**config.mk**
```make
export PLATFORM = sky130hd
export DESIGN_NAME = fifo_wr_arbiter
export DESIGN_NICKNAME = d
export VERILOG_FILES = /design/src/rtl/fifo_wr_arbiter.sv
export SDC_FILE = /design/constraint.sdc
export NUM_CORES = 1
export LEC_CHECK = 0
export CELL_PAD_IN_SITES_DETAIL_PLACEMENT = 0
export CELL_PAD_IN_SITES_GLOBAL_PLACEMENT = 1
export CORE_UTILIZATION = 21
export CTS_CLUSTER_DIAMETER = 60
export DETAILED_ROUTE_END_ITERATION = 6
export HOLD_SLACK_MARGIN = 0.03
export PLACE_DENSITY = 0.93
export SYNTH_ARGS = -nofsm -noshare
export SYNTH_HDL_FRONTEND = slang
export SYNTH_SLANG_ARGS = --single-unit
```
**constraint.sdc**
```tcl
create_clock -name clk -period 2.7 [get_ports clk]
set_input_delay 0.405 -clock clk [delete_from_list [all_inputs] [get_ports clk]]
set_output_delay 0.405 -clock clk [all_outputs]
set_load 0.01 [all_outputs]
```
**src/rtl/fifo_wr_arbiter.sv**
```systemverilog
// Round-robin, burst-locking arbiter for the async FIFO write port: grant follows req by 1 cycle, then 1 idle bubble after each burst.
// wfull stalls the owner but keeps its grant. Define FIFO_WR_ARB_PRIO0_EN to make requester 0 win every idle arbitration.
module fifo_wr_arbiter #(
    parameter int NUM_REQ   = 4,
    parameter int WIDTH     = 32,
    parameter int MAX_BURST = 8
) (
    input  logic                     clk,
    input  logic                     rst,
    input  logic [NUM_REQ-1:0]       req,
    input  logic [NUM_REQ*WIDTH-1:0] req_data,
    input  logic [NUM_REQ-1:0]       req_last,
    output logic [NUM_REQ-1:0]       gnt,
    output logic [NUM_REQ-1:0]       ack,
    output logic                     winc,
    output logic [WIDTH-1:0]         wdata,
    input  logic                     wfull
);

    localparam int IDX_W = $clog2(NUM_REQ);
    localparam int CNT_W = $clog2(MAX_BURST);

    typedef enum logic {
        IDLE,
        BURST
    } state_t;

    state_t           state;
    logic [IDX_W-1:0] owner;
    logic [IDX_W-1:0] last_owner;
    logic [CNT_W-1:0] count;
    logic [IDX_W-1:0] winner;
    logic [IDX_W-1:0] cand;
    logic             accept;
    logic             burst_end;
    logic [WIDTH-1:0] data_arr [NUM_REQ];

    always_comb begin
        for (int i = 0; i < NUM_REQ; i++) begin
            data_arr[i] = req_data[i*WIDTH +: WIDTH];
        end
    end

    // Scan backwards and overwrite so the first set request after last_owner wins.
    always_comb begin
        winner = last_owner;
        cand   = '0;
        for (int k = NUM_REQ; k >= 1; k--) begin
            cand = IDX_W'((int'(last_owner) + k) % NUM_REQ);
            if (req[cand]) begin
                winner = cand;
            end
        end
`ifdef FIFO_WR_ARB_PRIO0_EN
        if (req[0]) begin
            winner = '0;
        end
`endif
    end

    always_comb begin
        accept    = (state == BURST) && req[owner] && !wfull;
        burst_end = accept && (req_last[owner] || (count == CNT_W'(MAX_BURST - 1)));
        winc      = accept;
        ack       = '0;
        if (accept) begin
            ack[owner] = 1'b1;
        end
        wdata = (state == BURST) ? data_arr[owner] : '0;
    end

    always_ff @(posedge clk or posedge rst) begin
        if (rst) begin
            state      <= IDLE;
            gnt        <= '0;
            owner      <= '0;
            last_owner <= IDX_W'(NUM_REQ - 1);
            count      <= '0;
        end else begin
            case (state)
                IDLE: begin
                    if (|req) begin
                        state <= BURST;
                        gnt   <= NUM_REQ'(1) << winner;
                        owner <= winner;
                        count <= '0;
                    end
                end
                BURST: begin
                    if (!req[owner] || burst_end) begin
                        state      <= IDLE;
                        gnt        <= '0;
                        last_owner <= owner;
                        count      <= '0;
                    end else if (accept) begin
                        count <= count + 1'b1;
                    end
                end
                default: begin
                    state <= IDLE;
                    gnt   <= '0;
                end
            endcase
        end
    end

    a_no_write_when_full: assert property (@(posedge clk) disable iff (rst) !(winc && wfull));
    a_gnt_onehot0:        assert property (@(posedge clk) disable iff (rst) $onehot0(gnt));

endmodule

```
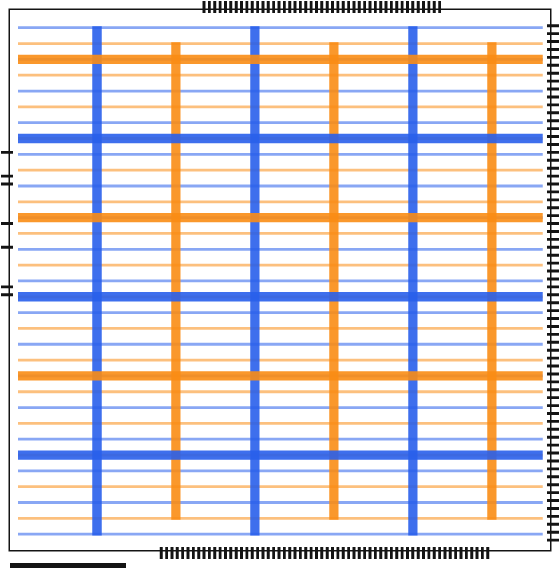
Fig. 1. Supply network.
Bar = 20 µm. Pins as bars on the die edge.
Key: orange = VDD; blue = VSS
33 met1 rails follow the rows. 180 signal pins sit on the boundary. 6 straps on met4. 6 straps on met5.

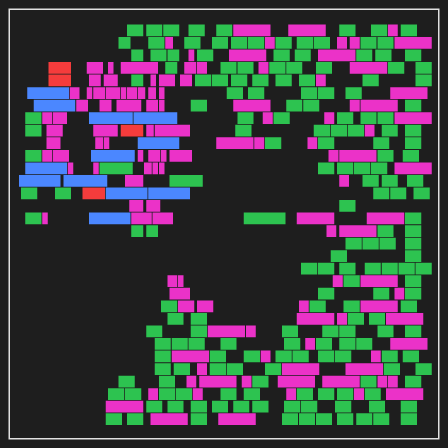
Fig. 2. Placed cells, one color a class.
Key: red = clock drivers and dummy loads [cells 4, share of their area 1.5%]; magenta = all other logic [cells 121, share of their area 37%]; blue = flip-flops [cells 12, share of their area 8.4%]; green = other buffers and delay cells [cells 189, share of their area 53%]

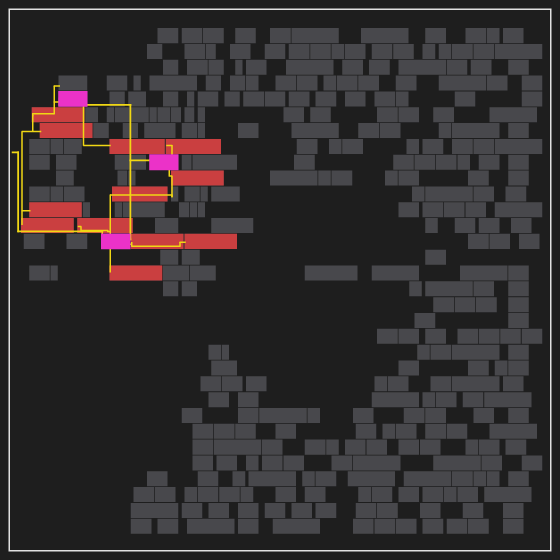
Fig. 3. Routed clock nets over the placement.
Key: red = flip-flops [count 12]; yellow = clock wires [length 178 µm]; magenta = cells driving clock nets [count 3]
There are 4 routed clock nets.

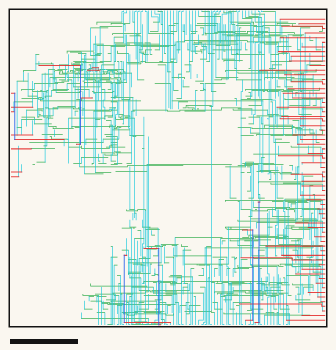
Fig. 4. Routed metal, one color a layer.
Bar = 20 µm.
Key: red = met3 [wire length 554 µm]; cyan = met2 [wire length 4030 µm]; green = met1 [wire length 2860 µm]; blue = met4 [wire length 141 µm]

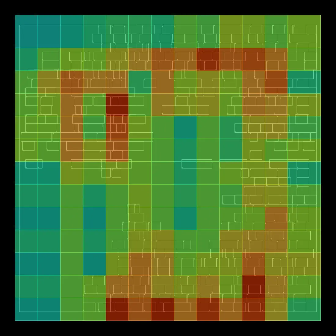
Fig. 5. Track usage over the die.
met2 Resource Use GR: 0.319
GR Util All Layers: 0.164
met3 usage: 0.0353
routed len/inst: 17.7 µm
met1 GRT Util: 0.175

==> impl_metrics.py <==
# Metrics from the implementation run
metrics = {
    "yosys": {
        "synth_top_area_share": 0.429,
        "syn_nets": 288,
        "flop_cell": "dfrtp_1",
        "synth-seq-cells": 12,
        "async_reset_ff_frac": 1.00,
        "ys_warn_count": 0,
        "edf_count": 0,
        "yosysUniqueCellTypes": 36,
        "ys_cells": 147,
        "largest_area_cell": "mux4_2",
        "syn_inst": 147,
        "ys_chip_area_um2": 1730,
        "avgSynthCellArea_um2": 11.8,
        "netlist_area_um2": 1730,
        "top_cells_by_area": "mux4_2, dfrtp_1, and2_1",
        "top_cell": "and2_1",
        "common_cells": "and2_1, mux4_2, dfrtp_1, nor2_1, clkbuf_1",
        "ys_seq_frac": 0.175,
    },
    "clocking": {
        "cts_hold_buf": 0,
        "cts_root_buf": "clkbuf_8",
        "cts_tree": "done",
        "htreeDepth": 1,
        "clock_path_buffers": 2,
        "cts.sinks": 12,
        "insertion_delay_ns": 0.24,
        "cts_made_buffers": 3,
        "cts.clk_slew.worst_paths_ns": 0.05,
    },
    "sta": {
        "setup_viol": 0,
        "fmax_mhz": 387,
        "final-hold-violation-count": 0,
        "worst_pin_slew_ns": 0.492,
        "fin_hold_ws_ns": 0.471,
        "period_used_share": 0.956,
        "skew_ns": 0.00223,
        "slew_violations": 0,
        "rsz0062_at_grt": "false",
        "slew_headroom": 0.669,
        "final.setup.tns_ns": 0,
        "period_needed_ns": 2.58,
    },
    "setup_path": {
        "cpMostUsedCell": "clkdlybuf4s50_1",
        "critPathCaptureType": "primary output",
        "path_class": "primary input to primary output",
        "r2r_cells": 5,
        "slowest_stage": "mux4_2",
        "path_cells": "clkdlybuf4s50_1 > mux4_2 > nand3_2 > inv_1 > and3_1 > clkdlybuf4s50_1",
        "crit_required_ns": 2.30,
        "crit_path_start_kind": "primary input",
        "critPathMaxStageDelay_ns": 0.50,
    },
    "drt": {
        "first_iter_violations": 32,
        "first_pass_iters": 4,
        "drc": 0,
        "vias": 2022,
        "antenna_left": 0,
        "routed_wl_um": 7590,
        "via_per_inst": 4.72,
    },
    "power": {
        "leakagePower_nw": 1.43,
        "total_power_mw": 3.08,
        "p_per_area_nw_per_um2": 820,
        "peakVddDrop_uv": 535,
    },
    "placed_design": {
        "gp_congestion": 0.732,
        "portBuffers": 179,
        "post-dp-hpwl_um": 6050,
        "place_inst": 423,
    },
    "flow_run": {
        "cap_violations": 0,
        "openroad.warnings": 26,
    },
    "global_routing": {
        "grt_pass1_vias": 2159,
        "antenna_found_initial": 0,
        "grt_pass1_wl_um": 11100,
        "grt_overflow_total": 0,
        "grt_max_degree": 40,
        "busiest_layer": "met2",
    },
    "floorplanning": {
        "die-height_um": 92.8,
        "rows": 32,
        "die_w_um": 92.8,
        "num_io_pins": 180,
        "chip_area_um2": 8610,
        "initCoreUtil": 0.221,
    },
    "finish": {
        "nNetsFinal": 468,
        "utilization": 0.478,
        "drive_above_1_share": 0.178,
        "syn_to_final_growth_pct": 117,
        "nFillCells": 702,
        "final_cells": 428,
        "antenna_cells": 0,
    },
    "run_status": {
        "run_status": "finished clean",
    },
    "min_path": {
        "min_path_type": "primary input to async pin",
    },
}
-- worst max-delay path: cells and delay by family --
family / cells / cell delay, ns
simple gates: 2 / 0.29
buf+inv: 3 / 0.99
mux: 1 / 0.50
-- layout by cell type, fill, tap and decap left out, drive strengths merged, types with 4 or more instances in the layout --
cell type / count
and2: 34
dfrtp: 10
clkdlybuf4s50: 179
mux4: 33
nand2: 5
a21oi: 4
nor2: 7
buf: 9
inv: 4
clkbuf: 5
-- report_power, final --
group / switching (mW) / internal (mW) / leakage, nW
Clock: 0.0668 / 0.129 / 0.0288
Sequential: 0.0951 / 0.265 / 0.149
Combinational: 0.994 / 1.53 / 1.25
Total: 1.16 / 1.92 / 1.43
-- what timing repair did --
item                       CTS  global route
setup endpoints to repair    0             1
resized                      0             0
setup buffers                0             0
-- state kept, by name, summed over array words and instances (netlist names) --
| name | flops |
|---|---|
| last_owner | 2 |
| state | 1 |
| gnt | 4 |
| count | 3 |
| owner | 2 |
-- routing by layer --
layer  share of wire  routed length [µm]  up-vias
met2            0.53                4030       88
met5               0                   0        -
met1            0.38                2860      988
li1                -                   -      933
met3           0.073                 554       13
met4           0.018                 140        0
-- cell families after synthesis --
logic type	share of synthesized area
buffers and inverters	0.0498
AOI/OAI and AO/OA	0.0925
DFF	0.175
and+or+nand+nor	0.198
adders and majority gates	0.0144
muxes	0.470
-- metrics by stage --
| stage | worst slack [ns] | area, µm² |
|---|---|---|
| final | 0.119 | 3750 |
| after global routing | 0.0361 | 3750 |
| after CTS | 0.0961 | 3730 |
| after detailed placement | 0.114 | 3670 |
| after global placement | 0.131 | 3670 |
| after floorplan | 0.701 | 1730 |
-- layout make-up --
class                      instances  area [µm²]  area share
inverter                           4        15.0     0.00400
tap                              102         128      0.0340
sequential                        12         305      0.0813
clock buffer                       4        55.1      0.0147
multi-input combinational        117        1340       0.358
timing repair buffer             189        1910       0.508
-- worst paths after layout --
| check | endpoint | slack [ns] | startpoint |
|---|---|---|---|
| min in group clk | count[1] | 0.51 | count[1] |
| max in group asynchronous | last_owner[0] | 1.88 | rst |
| hold / removal | owner[0] | 0.47 | rst |
| hold reg to reg | count[1] | 0.51 | count[1] |
| setup reg to reg | last_owner[0] | 0.89 | owner[1] |
| setup / recovery | ack[3] | 0.12 | req[0] |
Power is estimated from default activity; no workload was simulated.
